Figure 1. Placement by cell class (run 1).
Scale: 3 px per um. Fill, decap, tap and diode cells in grey.
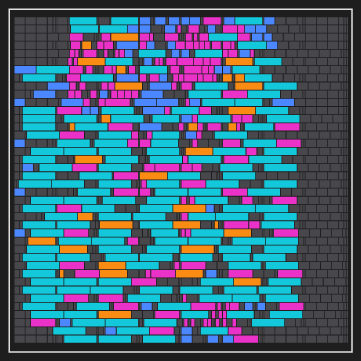
Figure 2. Clock wiring as the flow saved it (run 1).
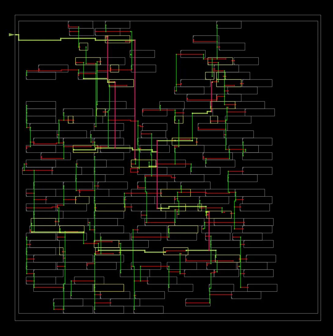
Figure 3. Clock distribution (run 1).
Scale: 4 px per um.
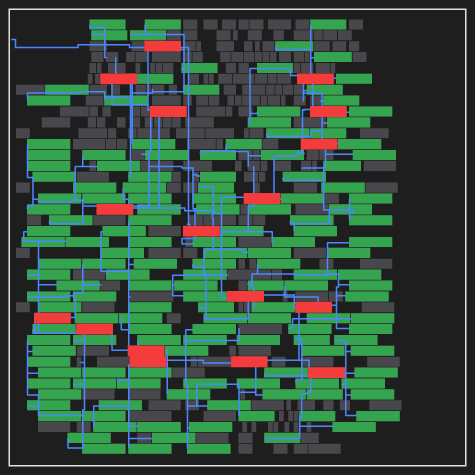
Figure 4. Pin placement (run 1).
Scale: 2 px per um. Pins as bars across the die edge, other pins in grey.
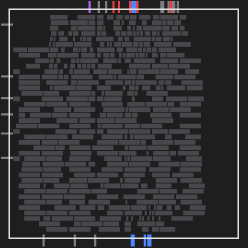
File: src/rtl/fifo_sync_param.sv
// fifo_sync_param: parametrised single-clock FIFO with occupancy count,
// almost-full/almost-empty thresholds and one-cycle overflow/underflow pulses.
//
// Build option: define FIFO_FWFT_EN for first-word-fall-through output
// (head word shown combinationally while not empty). Without it, data_out
// is a register loaded on each accepted read (1-cycle read latency).
//
// Handshake: a write is accepted on a rising edge when wr_en=1 and the
// registered full flag is 0; a read is accepted when rd_en=1 and the
// registered empty flag is 0. full/empty act as the inverse of ready; a
// request against a blocked side is dropped and reported by a one-cycle
// overflow/underflow pulse, with no other side effect.

module fifo_sync_param #(
  parameter int DATA_W    = 8,
  parameter int DEPTH     = 16,
  parameter int AF_THRESH = 14,
  parameter int AE_THRESH = 2
) (
  input  logic                     clk,
  input  logic                     rst,
  input  logic                     wr_en,
  input  logic                     rd_en,
  input  logic [DATA_W-1:0]        data_in,
  output logic [DATA_W-1:0]        data_out,
  output logic                     empty,
  output logic                     full,
  output logic                     almost_full,
  output logic                     almost_empty,
  output logic [$clog2(DEPTH):0]   count,
  output logic                     overflow,
  output logic                     underflow
);

  localparam int AW = $clog2(DEPTH);
  localparam int CW = AW + 1;

  localparam logic [CW-1:0] DEPTH_C = CW'(DEPTH);
  localparam logic [CW-1:0] AF_C    = CW'(AF_THRESH);
  localparam logic [CW-1:0] AE_C    = CW'(AE_THRESH);

  logic [DATA_W-1:0] r_mem [DEPTH];
  logic [AW-1:0]     r_wr_ptr;
  logic [AW-1:0]     r_rd_ptr;
  logic [CW-1:0]     r_count;
  logic              r_empty;
  logic              r_full;
  logic              r_almost_full;
  logic              r_almost_empty;
  logic              r_overflow;
  logic              r_underflow;

  logic              w_wr_acc;
  logic              w_rd_acc;
  logic [CW-1:0]     w_count_nxt;

  // Acceptance is decided from this cycle's registered flags only.
  assign w_wr_acc = wr_en && !r_full;
  assign w_rd_acc = rd_en && !r_empty;

  // Next occupancy: a simultaneous read and write cancel out.
  always_comb begin
    w_count_nxt = r_count;
    case ({w_wr_acc, w_rd_acc})
      2'b10:   w_count_nxt = r_count + CW'(1);
      2'b01:   w_count_nxt = r_count - CW'(1);
      default: w_count_nxt = r_count;
    endcase
  end

  // Pointers, count, status flags and error pulses; flags track next count.
  always_ff @(posedge clk or negedge rst) begin
    if (!rst) begin
      r_wr_ptr       <= '0;
      r_rd_ptr       <= '0;
      r_count        <= '0;
      r_empty        <= 1'b1;
      r_full         <= 1'b0;
      r_almost_full  <= 1'b0;
      r_almost_empty <= 1'b1;
      r_overflow     <= 1'b0;
      r_underflow    <= 1'b0;
    end else begin
      if (w_wr_acc) r_wr_ptr <= r_wr_ptr + AW'(1);
      if (w_rd_acc) r_rd_ptr <= r_rd_ptr + AW'(1);
      r_count        <= w_count_nxt;
      r_empty        <= (w_count_nxt == '0);
      r_full         <= (w_count_nxt == DEPTH_C);
      r_almost_full  <= (w_count_nxt >= AF_C);
      r_almost_empty <= (w_count_nxt <= AE_C);
      r_overflow     <= wr_en && r_full;
      r_underflow    <= rd_en && r_empty;
    end
  end

  // Storage array; deliberately not reset, stale words are unreachable.
  always_ff @(posedge clk) begin
    if (w_wr_acc) r_mem[r_wr_ptr] <= data_in;
  end

`ifdef FIFO_FWFT_EN
  // Head word falls through; drive zero while nothing is stored.
  assign data_out = r_empty ? '0 : r_mem[r_rd_ptr];
`else
  logic [DATA_W-1:0] r_data_out;

  // Registered output: load the head word on an accepted read, else hold.
  always_ff @(posedge clk or negedge rst) begin
    if (!rst)          r_data_out <= '0;
    else if (w_rd_acc) r_data_out <= r_mem[r_rd_ptr];
  end

  assign data_out = r_data_out;
`endif

  assign empty        = r_empty;
  assign full         = r_full;
  assign almost_full  = r_almost_full;
  assign almost_empty = r_almost_empty;
  assign count        = r_count;
  assign overflow     = r_overflow;
  assign underflow    = r_underflow;

endmodule

File: config.mk
export PLATFORM = sky130hd
export DESIGN_NAME = fifo_sync_param
export DESIGN_NICKNAME = d
export VERILOG_FILES = /design/src/rtl/fifo_sync_param.sv
export SDC_FILE = /design/constraint.sdc
export NUM_CORES = 1
export LEC_CHECK = 0
export CAP_MARGIN = 20
export CORE_UTILIZATION = 50
export DETAILED_ROUTE_END_ITERATION = 10
export PLACE_DENSITY = 0.74
export SYNTH_ARGS = -nofsm -noshare
export SYNTH_HDL_FRONTEND = slang
export SYNTH_SLANG_ARGS = --single-unit
File: constraint.sdc
create_clock -name clk -period 2.4 [get_ports clk]
set_input_delay 0.48 -clock clk [delete_from_list [all_inputs] [get_ports clk]]
set_output_delay 0.48 -clock clk [all_outputs]
set_load 0.02 [all_outputs]
==> metrics.cfg, run 1 <==
[logic_synthesis]
syn_avg_cell_area_sq_um = 18.8
netlist_area_sq_um = 6250
floorplan.nets = 352
yosys_area_sq_um = 6250
numSynthFlops = 155
yosysWarnings = 0
ys_cells = 333
synthCells = 333
synth_cell_types = 38
synth_seq_share_pct = 72.4

[sta]
fin_tns_setup_ns = 0
hold_viol_final = 0
fin_crit_sh_pct = 96.8
maxSlewHeadroom_pct = 62.9
worst_pin_slew_ns = 0.554
max_freq_mhz = 431
finalMaxSlewViolations = 0
finalSetupViolCount = 0
min_period_ns = 2.32

[setup_path]
cp_slowest_cell = clkdlybuf4s50_1
critPathCaptureType = register
rrSetupSlack_ns = 0.11
slowest_delay_ns = 0.46
arrival_ns = 2.64
startpoint_type = input port
worstPathRequired_ns = 2.71
r2r_cells = 8
crit_fanout = 4
r2r-start = empty
crit_type = in -> reg
timing.rr.end = full
crit_chain = clkdlybuf4s50_1 -> nor2b_2 -> inv_2 -> nand2_1 -> xnor2_1 -> ha_2 -> a21oi_2 -> a21boi_2 -> buf_4 -> nor3_4 -> xnor2_2 -> o31ai_2

[final_layout]
lay_top_count = edfxtp_1
fillers = 820
fin_cells = 577
diodes = 0
drive_gt1_share_pct = 27.6
final_nets = 415
syn_to_final_growth_pct = 23.8
lay_top_cells = edfxtp_1, mux4_2, clkdlybuf4s50_1

[power_and_ir_drop]
p_per_area_nw_per_um2 = 1250
power_leakage_nw = 2.71
irDropWorstVdd_mv = 0.666

[route]
dr.pass1.iters = 5
routed_via_density = 5.63
drc = 0
vias = 3250
wl_um = 12000
ant_nets = 0
wire_per_inst_um = 20.9
drt_iter0_drc = 233

[floorplanning]
ioPinCount = 31
fp_util_pct = 51.6
die_area_sq_um = 12900

[global_routing]
grt_pass1_vias = 3337
grt-ovfl-total = 0
use_met2_pct = 34.0
grt_max_degree = 36
use_met3_pct = 4.46
antenna_found_initial = 0
grt_use_total_pct = 20.5
grt_pass1_wl_um = 18800
met1_usage_pct = 25.8
grt-busiest-layer = met2

[clocking]
post-cts-setup-buffers = 0
numCtsBuffers = 17
htree_num_levels = 4
tritoncts = done
cts.root.buffer_cell = clkbuf_16
clk_pin_slew_ns = 0.06
clockBufferDepth = 2

[worst_hold_path]
hold_class = in -> async

[flow_run]
maxCapViolations = 0
warning_count = 30

[placed_design]
dp.cells = 545
gp_congestion = 0.857
hpwl_um = 7320

[outcome]
outcome = finished clean

Back to the opening pictures, Figure 1:
remaining logic cells -> magenta  # cells 161, share of their area 22%
remaining buffers and delay cells -> blue  # cells 61, share of their area 9.2%
registers -> cyan  # cells 155, share of their area 60%
clock drivers and dummy loads -> orange  # cells 32, share of their area 8.4%
row cnt: 40
Core Region: 12100 sq um

Back to the opening pictures, Figure 2:
Clock Sinks: 155
Fin Clk Skew: 0.00932 ns
CLK BUF: 20

Back to the opening pictures, Figure 3:
clock-net drivers -> red  # count 17
flip-flops -> green  # count 155
clock wires -> blue  # length 1640 um
flops lie = all over the die
routed clock nets = 18
clk_lat worst skew: 0.42 ns
clock network power share: 29.6%
Clk power: 2.85 mW

Back to the opening pictures, Figure 4:
`data_out` -> blue  # pins 8, direction output, edge 5 bottom, 3 top
`count` -> red  # pins 5, direction output, edge top
`wr_en` -> purple  # pins 1, direction input, edge top
all pins by edge = 17 top, 8 bottom, 6 left
IO buf count: 30
Chip Height: 114 um
Die W: 114 um

-- run 1: layout make-up --
class,instances,area [sq um],area share [%]
inverters,8,35.0,0.453
well taps,168,210,2.72
repair buffers,61,696,9.00
flip-flops and latches,155,4520,58.5
multi-input cells,153,1640,21.2
clock inverters,12,185,2.40
clock buffers,20,447,5.78
-- run 1: sequential cells by signal (all words and copies together), names as in the netlist --
register and cells:
r_rd_ptr 4, empty 1, almost_full 1, r_wr_ptr 4
r_mem 128, underflow 1, count 5, overflow 1
data_out 8, almost_empty 1, full 1
-- run 1: repair_timing --
action / in CTS / in global routing
pin swaps: 1 / 3
setup endpoints to repair: 2 / 5
hold buffers: 0 / 0
resized: 1 / 11
-- run 1: where the power goes --
| group | internal, mW | switching, mW | leakage, nW |
|---|---|---|---|
| Combinational | 1.56 | 1.52 | 0.920 |
| Clock | 1.79 | 1.06 | 0.306 |
| Sequential | 3.36 | 0.336 | 1.48 |
| Total | 6.70 | 2.92 | 2.71 |
-- run 1: how the worst max path moves through the flow --
stage / cells past startpoint / start / endpoint
5_1_grt: 12 / wr_en / almost_full
3_5_place_dp: 12 / wr_en / almost_empty
2_1_floorplan: 12 / wr_en / full
4_1_cts: 12 / wr_en / full
3_3_place_gp: 12 / wr_en / almost_empty
6_report: 12 / wr_en / almost_full
-- run 1: layer usage --
| layer | share of wire, % | wire length [um] |
|---|---|---|
| met2 | 53 | 6390 |
| met5 | 0 | 0 |
| met3 | 5.5 | 659 |
| met1 | 39 | 4650 |
| met4 | 2.9 | 345 |
-- run 1: cells in the mapped netlist, drive strengths merged --
cell type	count	area, sq um
a211oi	1	12.5
a21boi	1	7.51
a21o	1	7.51
a21oi	10	53.8
a221o	2	20.0
and2	18	113
and3	1	6.26
and4	1	8.76
buf	11	83.8
clkbuf	6	22.5
dfrtp	25	626
dfstp	2	52.6
edfxtp	128	3840
ha	7	87.6
inv	8	35.0
mux2i	11	110
mux4	35	788
nand2	20	75.1
nand2b	2	20.0
nand3	1	5.00
nand4	2	12.5
nor2	3	11.3
nor2b	2	12.5
nor3	11	55.1
nor3b	2	15.0
o2111a	1	11.3
o21ai	8	40.0
o31ai	1	7.51
or3	1	6.26
xnor2	11	96.3
-- run 1: logic make-up (layout without fill, tap and decap cells) --
| group | count (synthesis) | after routing | synth area share (%) |
|---|---|---|---|
| flops | 155 | 155 | 72.4 |
| compound gates | 25 | 25 | 2.56 |
| buf+inv | 25 | 101 | 2.26 |
| fa+ha+maj | 7 | 7 | 1.40 |
| xor+xnor | 11 | 11 | 1.54 |
| simple gates | 64 | 64 | 5.45 |
| mux | 46 | 46 | 14.4 |
-- run 1: worst max-delay path, delay by kind of cell --
kind,cells,cell delay [ns]
simple gates,3,0.50
fa+ha+maj,1,0.22
buf+inv,3,0.68
compound gates,3,0.47
xor+xnor,2,0.27
-- run 1: per-stage QoR --
step	cell area, sq um	setup WS [ns]	utilization (%)	hold slack, ns	power, mW
finish	7730	0.0777	63.8	0.448	9.63
global route	7730	-0.0381	63.8	0.479	10.1
CTS	7680	-0.0109	63.4	0.449	9.60
detailed placement	7050	-0.421	58.2	0.471	6.68
global placement	7050	-0.236	58.2	0.457	6.59
floorplan	6250	0.0489	-	0.184	5.60
--- run 2 (diff from run 1) ---
--- a/config.mk
+++ b/config.mk
@@ -5,7 +5,6 @@
 export SDC_FILE = /design/constraint.sdc
 export NUM_CORES = 1
 export LEC_CHECK = 0
-export CAP_MARGIN = 20
 export CORE_UTILIZATION = 50
 export DETAILED_ROUTE_END_ITERATION = 10
 export PLACE_DENSITY = 0.74
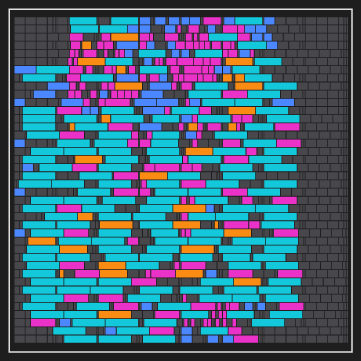
Figure 5: run 2, placement by cell class.
Scale: 3 px per um. Fill, decap, tap and diode cells in grey.
remaining logic cells -> magenta  # cells 161, share of their area 22%
registers -> cyan  # cells 155, share of their area 60%
remaining buffers and delay cells -> blue  # cells 61, share of their area 9.2%
clock drivers and dummy loads -> orange  # cells 32, share of their area 8.4%

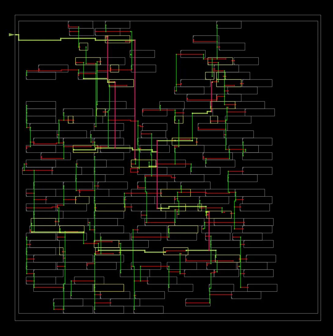
Figure 6: run 2, clock wiring as the flow saved it.
Seq Cell Count: 155
CTS buffer count: 17

==> metrics.cfg, run 2 <==
[route]
drc = 0  ; unchanged
dr.pass1.iters = 5  ; unchanged
wl_um = 12000  ; unchanged
drt_iter0_drc = 233  ; unchanged
vias = 3250  ; unchanged
wire_per_inst_um = 20.9  ; unchanged
routed_via_density = 5.63  ; unchanged
ant_nets = 0  ; unchanged

[sta]
maxSlewHeadroom_pct = 62.9  ; unchanged
fin_crit_sh_pct = 96.8  ; unchanged
min_period_ns = 2.32  ; unchanged
skew_ns = 0.00932  ; unchanged
worst_pin_slew_ns = 0.554  ; unchanged
finalSetupViolCount = 0  ; unchanged
hold_viol_final = 0  ; unchanged
finalMaxSlewViolations = 0  ; unchanged
max_freq_mhz = 431  ; unchanged
fin_tns_setup_ns = 0  ; unchanged

[setup_path]
critPathCaptureType = register
crit_fanout = 4  ; unchanged
worstPathRequired_ns = 2.71  ; about the same
crit_type = in -> reg
startpoint_type = input port
arrival_ns = 2.64  ; about the same

[final_layout]
drive_gt1_share_pct = 27.6  ; unchanged
regMostFlops = r_mem
diodes = 0  ; unchanged
syn_to_final_growth_pct = 23.8  ; unchanged
lay_top_count = edfxtp_1
fillers = 820  ; unchanged
lay_top_cells = edfxtp_1, mux4_2, clkdlybuf4s50_1
final_nets = 415  ; unchanged
fin_cells = 577  ; unchanged
fin_area_sq_um = 7730  ; unchanged
largest_register_ffs = 128  ; unchanged

[power_and_ir_drop]
pwr-share-comb_pct = 32.0  ; about the same
p_int_mw = 6.70  ; unchanged
p_total_mw = 9.63  ; unchanged
p_sw_share_pct = 30.4  ; unchanged
power_leakage_nw = 2.71  ; unchanged
irDropWorstVdd_mv = 0.666  ; unchanged
p_per_area_nw_per_um2 = 1250  ; unchanged
power.share.clock_pct = 29.6  ; about the same
p_sw_mw = 2.92  ; unchanged
seqPwrFrac_pct = 38.4  ; about the same

[floorplanning]
core_area_sq_um = 12100  ; unchanged
ioPinCount = 31  ; unchanged
fp_util_pct = 51.6  ; unchanged
num_rows = 40  ; unchanged
die_w_um = 114  ; unchanged
die_area_sq_um = 12900  ; unchanged
die_height_um = 114  ; unchanged

[clocking]
clk_latency_ns = 0.42  ; about the same
clockBufferDepth = 2  ; unchanged
post-cts-setup-buffers = 0  ; unchanged
tritoncts = done
htree_num_levels = 4  ; unchanged
clk_pin_slew_ns = 0.06  ; about the same
hold_buffers = 0  ; unchanged
clkSinkCount = 155  ; unchanged
cts.root.buffer_cell = clkbuf_16

[global_routing]
grt_use_total_pct = 20.5  ; unchanged
antenna_found_initial = 0  ; unchanged
grt-ovfl-total = 0  ; unchanged
grt_pass1_wl_um = 18800  ; unchanged
grt_max_degree = 36  ; unchanged
grt_pass1_vias = 3337  ; unchanged

[placed_design]
hpwl_um = 7320  ; unchanged
gp_congestion = 0.857  ; unchanged
postPlaceCellArea_sq_um = 7050  ; unchanged
place.port_buffers = 30  ; unchanged
dp.cells = 545  ; unchanged

[logic_synthesis]
synth_seq_share_pct = 72.4  ; unchanged
yosysMostFrequentCell = edfxtp_1
synth_cell_types = 38  ; unchanged
yosys_area_sq_um = 6250  ; unchanged
ff_type = edfxtp_1
edf_count = 128  ; unchanged
top_cells_by_area = edfxtp_1, mux4_2, dfrtp_1, and2_1, mux2i_1
netlist_area_sq_um = 6250  ; unchanged
syn_avg_cell_area_sq_um = 18.8  ; unchanged
top_cells_by_count = edfxtp_1, mux4_2, dfrtp_1, nand2_1, and2_1
yosysWarnings = 0  ; unchanged
numSynthFlops = 155  ; unchanged
async_flop_share_pct = 17.4  ; unchanged
largest_area_cell = edfxtp_1
synthCells = 333  ; unchanged
floorplan.nets = 352  ; unchanged
ys_cells = 333  ; unchanged
synth.top_cell.area_share_pct = 61.5  ; unchanged

[flow_run]
warning_count = 30  ; unchanged
maxCapViolations = 0  ; unchanged

[worst_hold_path]
hold_class = in -> async

[outcome]
outcome = finished clean

## run 2: cell counts after synthesis
Identical to the previous run, type by type.
## run 2: cell families after synthesis
| family | after synthesis | share of synthesized area, % |
|---|---|---|
| compound gates | 25 | 2.56 |
| xor+xnor | 11 | 1.54 |
| fa+ha+maj | 7 | 1.40 |
| buf+inv | 25 | 2.26 |
| flops | 155 | 72.4 |
| mux | 46 | 14.4 |
| simple gates | 64 | 5.45 |
## run 2: power groups by stage
| stage | Clock [mW] | Sequential (mW) | Combinational [mW] |
|---|---|---|---|
| after global placement | 0 | 3.71 | 2.88 |
| after detailed placement | 0 | 3.73 | 2.94 |
| after floorplan | 0 | 3.74 | 1.86 |
| after CTS | 2.87 | 3.69 | 3.03 |
| after global routing | 2.99 | 3.74 | 3.33 |
| final | 2.85 | 3.70 | 3.08 |
## run 2: final timing paths
path	end	cells after the start	from	slack [ns]
worst min-delay path	underflow	2	rst	0.45
worst max-delay path	almost_full	12	wr_en	0.08
max in group asynchronous	empty	2	rst	1.64
min in group clk	data_out[3]	2	data_out[3]	0.48
worst min register to register	data_out[3]	2	data_out[3]	0.48
worst max register to register	full	8	empty	0.11
## run 2: per-stage QoR
stage	utilization (%)	worst slack [ns]	hold slack, ns
after global routing	63.8	-0.0381	0.479
after detailed placement	58.2	-0.421	0.471
after global placement	58.2	-0.236	0.457
final	63.8	0.0777	0.448
after floorplan	-	0.0489	0.184
after CTS	63.4	-0.0109	0.449
## run 2: cell type report
cell class / instances / area (sq um) / share of cell area [%]
flip-flops and latches: 155 / 4520 / 58.5
multi-input cells: 153 / 1640 / 21.2
repair buffers: 61 / 696 / 9.00
clock buffers: 20 / 447 / 5.78
well taps: 168 / 210 / 2.72
clock inverters: 12 / 185 / 2.40
inverters: 8 / 35.0 / 0.453
## run 2: repair_timing
action / CTS / global route
endpoints found under the setup margin: 2 / 5
hold endpoints to repair: 0 / 0
pin swaps: 1 / 3
gates resized: 1 / 11
## run 2: layer usage
metal	vias to the layer above	routed length (um)	global-route usage, %
met5	-	0	0
met4	0	345	10.1
met3	27	659	4.46
met2	118	6390	34.0
met1	1675	4650	25.8
li1	1430	-	-
## run 2: worst max-delay path, stage by stage
cell and delay (ns):
clkdlybuf4s50_1 0.46, nor2b_2 0.16, inv_2 0.07, nand2_1 0.10, xnor2_1 0.13, ha_2 0.22
a21oi_2 0.06, a21boi_2 0.18, buf_4 0.15, nor3_4 0.24, xnor2_2 0.14, o31ai_2 0.23
Figure 7. Clock distribution (run 2).
Scale: 4 px per um.
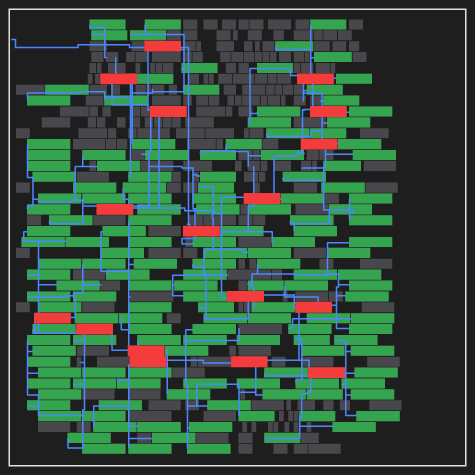

--- run 3 (diff from run 2) ---
--- a/config.mk
+++ b/config.mk
@@ -5,6 +5,7 @@
 export SDC_FILE = /design/constraint.sdc
 export NUM_CORES = 1
 export LEC_CHECK = 0
+export CORE_MARGIN = 2
 export CORE_UTILIZATION = 50
 export DETAILED_ROUTE_END_ITERATION = 10
 export PLACE_DENSITY = 0.74
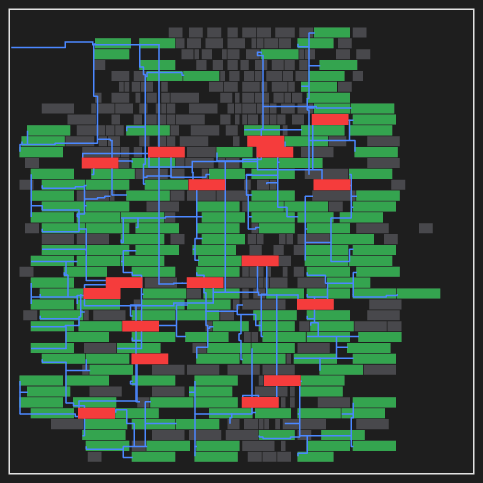
Figure 8: run 3, clock distribution.
Scale: 4 px per um.
clock wires -> blue  # length 1620 um
flip-flops -> green  # count 155
clock-net drivers -> red  # count 17
routed clock nets = 18
Clk power: 2.78 mW
clock network power share: 29.4%

==> metrics.cfg, run 3 <==
[route]
dr.pass1.iters = 4  ; -1
drc = 0  ; unchanged
wl_um = 11900  ; -1.5%
wire_per_inst_um = 20.5  ; -1.7%
routed_via_density = 5.48  ; -2.8%
vias = 3166  ; -2.6%

[floorplanning]
ioPinCount = 31  ; unchanged
core_area_sq_um = 12100  ; unchanged
fp_util_pct = 51.6  ; unchanged
num_rows = 40  ; unchanged
die_area_sq_um = 13400  ; +3.5%

[global_routing]
grt_max_degree = 28  ; -22%
grt-ovfl-total = 0  ; unchanged
grt_use_total_pct = 19.5  ; -0.98 points
grt_pass1_vias = 3182  ; -4.6%
grt_pass1_wl_um = 18500  ; -1.5%
antenna_found_initial = 0  ; unchanged

[final_layout]
syn_to_final_growth_pct = 23.3
seqCellArea_sq_um = 4520  ; unchanged
lay_top_count = edfxtp_1
comb_area_sq_um = 1600  ; -2.0%
largest_register_ffs = 128  ; unchanged
lay_top_cells = edfxtp_1, mux4_2, clkdlybuf4s50_1
final_nets = 416  ; +0.24%
fillers = 838  ; +2.2%
drive_gt1_share_pct = 26.8  ; -0.80 points
regMostFlops = r_mem
fin_area_sq_um = 7700  ; -0.40%

[setup_path]
worst-path-buf-inv = 3  ; unchanged
arrival_ns = 2.61  ; -0.03 ns
critPathCaptureType = register
startpoint_type = input port
cp_slowest_cell = clkdlybuf4s50_1
slowest_delay_ns = 0.47  ; about the same
crit_fanout = 4  ; unchanged
cp_top_family = simple AND/OR/NAND/NOR gates
crit_type = in -> reg
r2r-start = empty
cp-startpoint = wr_en
crit_chain = clkdlybuf4s50_1 -> nor2b_2 -> inv_2 -> nand2_1 -> xnor2_1 -> ha_1 -> a21oi_2 -> a21boi_2 -> buf_4 -> nor3_1 -> xnor2_1 -> and4_1

[logic_synthesis]
top_cells_by_area = edfxtp_1, mux4_2, dfrtp_1, and2_1, mux2i_1
ff_type = edfxtp_1
syn_avg_cell_area_sq_um = 18.8  ; unchanged
numSynthFlops = 155  ; unchanged
async_flop_share_pct = 17.4  ; unchanged
synth_seq_share_pct = 72.4  ; unchanged
largest_area_cell = edfxtp_1
synth.top_cell.area_share_pct = 61.5  ; unchanged
synthCells = 333  ; unchanged
yosys_area_sq_um = 6250  ; unchanged
floorplan.nets = 352  ; unchanged
top_cells_by_count = edfxtp_1, mux4_2, dfrtp_1, nand2_1, and2_1
yosysMostFrequentCell = edfxtp_1
yosysWarnings = 0  ; unchanged
edf_count = 128  ; unchanged
netlist_area_sq_um = 6250  ; unchanged

[sta]
finalSetupViolCount = 0  ; unchanged
hold_viol_final = 0  ; unchanged
worst_pin_slew_ns = 0.558  ; +0.00353 ns
finalMaxSlewViolations = 0  ; unchanged
min_period_ns = 2.27  ; -0.0569 ns
skew_ns = 0.00630  ; -0.00302 ns
fin_crit_sh_pct = 94.4  ; -2.4 points
max_freq_mhz = 441  ; +2.5%
maxSlewHeadroom_pct = 62.8  ; -0.12 points
finalWorstSetupSlack_ns = 0.135  ; +0.0569 ns

[power_and_ir_drop]
power_leakage_nw = 2.71  ; about the same
p_per_area_nw_per_um2 = 1230  ; -1.2%
irDropWorstVdd_mv = 0.670  ; +0.54%

[placed_design]
postPlaceCellArea_sq_um = 7050  ; unchanged
hpwl_um = 7440  ; +1.5%
place.port_buffers = 30  ; unchanged
dp_slack_ns = -0.379  ; +0.0424 ns

[clocking]
clk_latency_ns = 0.41  ; about the same
clk_pin_slew_ns = 0.06  ; about the same
htree_num_levels = 4  ; unchanged
clkSinkCount = 155  ; unchanged
tritoncts = done
numCtsBuffers = 17  ; unchanged

[flow_run]
maxCapViolations = 0  ; unchanged
warning_count = 29  ; -3.3%

[outcome]
outcome = finished clean

[worst_hold_path]
hold_class = in -> reg
hp-start = rd_en

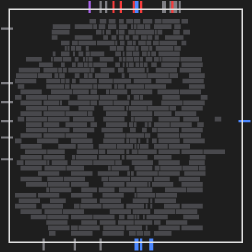
Figure 9: run 3, pin placement.
Scale: 2 px per um. Pins as bars across the die edge, other pins in grey.
`wr_en` -> purple  # pins 1, direction input, edge top
`count` -> red  # pins 5, direction output, edge top
`data_out` -> blue  # pins 8, direction output, edge 5 bottom, 2 top, 1 right
all pins by edge = 16 top, 8 bottom, 6 left, 1 right
Chip Height: 116 um
Die W: 116 um

==> run 3: worst paths after layout <==
check                      slack [ns]            to  cells past startpoint
setup / recovery                 0.13  almost_empty                     12
hold / removal                   0.43     underflow                      2
setup reg to reg                 0.17  almost_empty                      8
hold reg to reg                  0.49   data_out[1]                      2
max in group asynchronous        1.64  almost_empty                      2
min in group asynchronous        0.45      count[3]                      2
==> run 3: kinds of logic after synthesis <==
kind of cell             after synthesis  share of synthesized area (%)
XOR/XNOR                              11                           1.54
multiplexers                          46                           14.4
AND/OR/NAND/NOR                       64                           5.45
adder cells (fa/ha/maj)                7                           1.40
AND-OR/OR-AND                         25                           2.56
buffers and inverters                 25                           2.26
flip-flops                           155                           72.4
==> run 3: metal layers <==
| metal | global-route usage (%) | up-vias | routed length (um) |
|---|---|---|---|
| li1 | - | 1427 | - |
| met3 | 4.92 | 9 | 529 |
| met5 | 0 | - | 0 |
| met4 | 5.56 | 0 | 129 |
| met2 | 31.9 | 76 | 6170 |
| met1 | 26.6 | 1654 | 5020 |
==> run 3: layout make-up <==
type	instances	share of cell area [%]
Clock buffer	17	5.52
Clock inverter	15	2.57
Inverter	8	0.455
Multi-Input combinational cell	153	20.8
Sequential cell	155	58.7
Tap cell	168	2.73
Timing Repair Buffer	62	9.16
==> run 3: stage by stage <==
step / total power, mW / std cells / hold slack (ns) / utilization, % / TNS (ns)
6_report: 9.47 / 578 / 0.430 / 63.6 / 0
5_1_grt: 9.91 / 578 / 0.440 / 63.6 / 0
4_1_cts: 9.49 / 577 / 0.461 / 63.3 / 0
3_5_place_dp: 6.71 / 545 / 0.471 / 58.2 / -1.74
3_3_place_gp: 6.61 / 545 / 0.461 / 58.2 / -1.16
2_1_floorplan: 5.60 / 333 / 0.184 / - / 0
==> run 3: report_power, final <==
part / internal [mW] / switching, mW / total, mW
combinational: 1.54 / 1.45 / 3.00
sequential: 3.36 / 0.328 / 3.69
clock: 1.74 / 1.04 / 2.78
==> run 3: what timing repair did <==
item	4_1_cts	5_1_grt
setup endpoints to repair	0	4
setup buffers	0	1
resized	0	7
Power figures rest on the tool's default switching activity, not on a simulated workload.
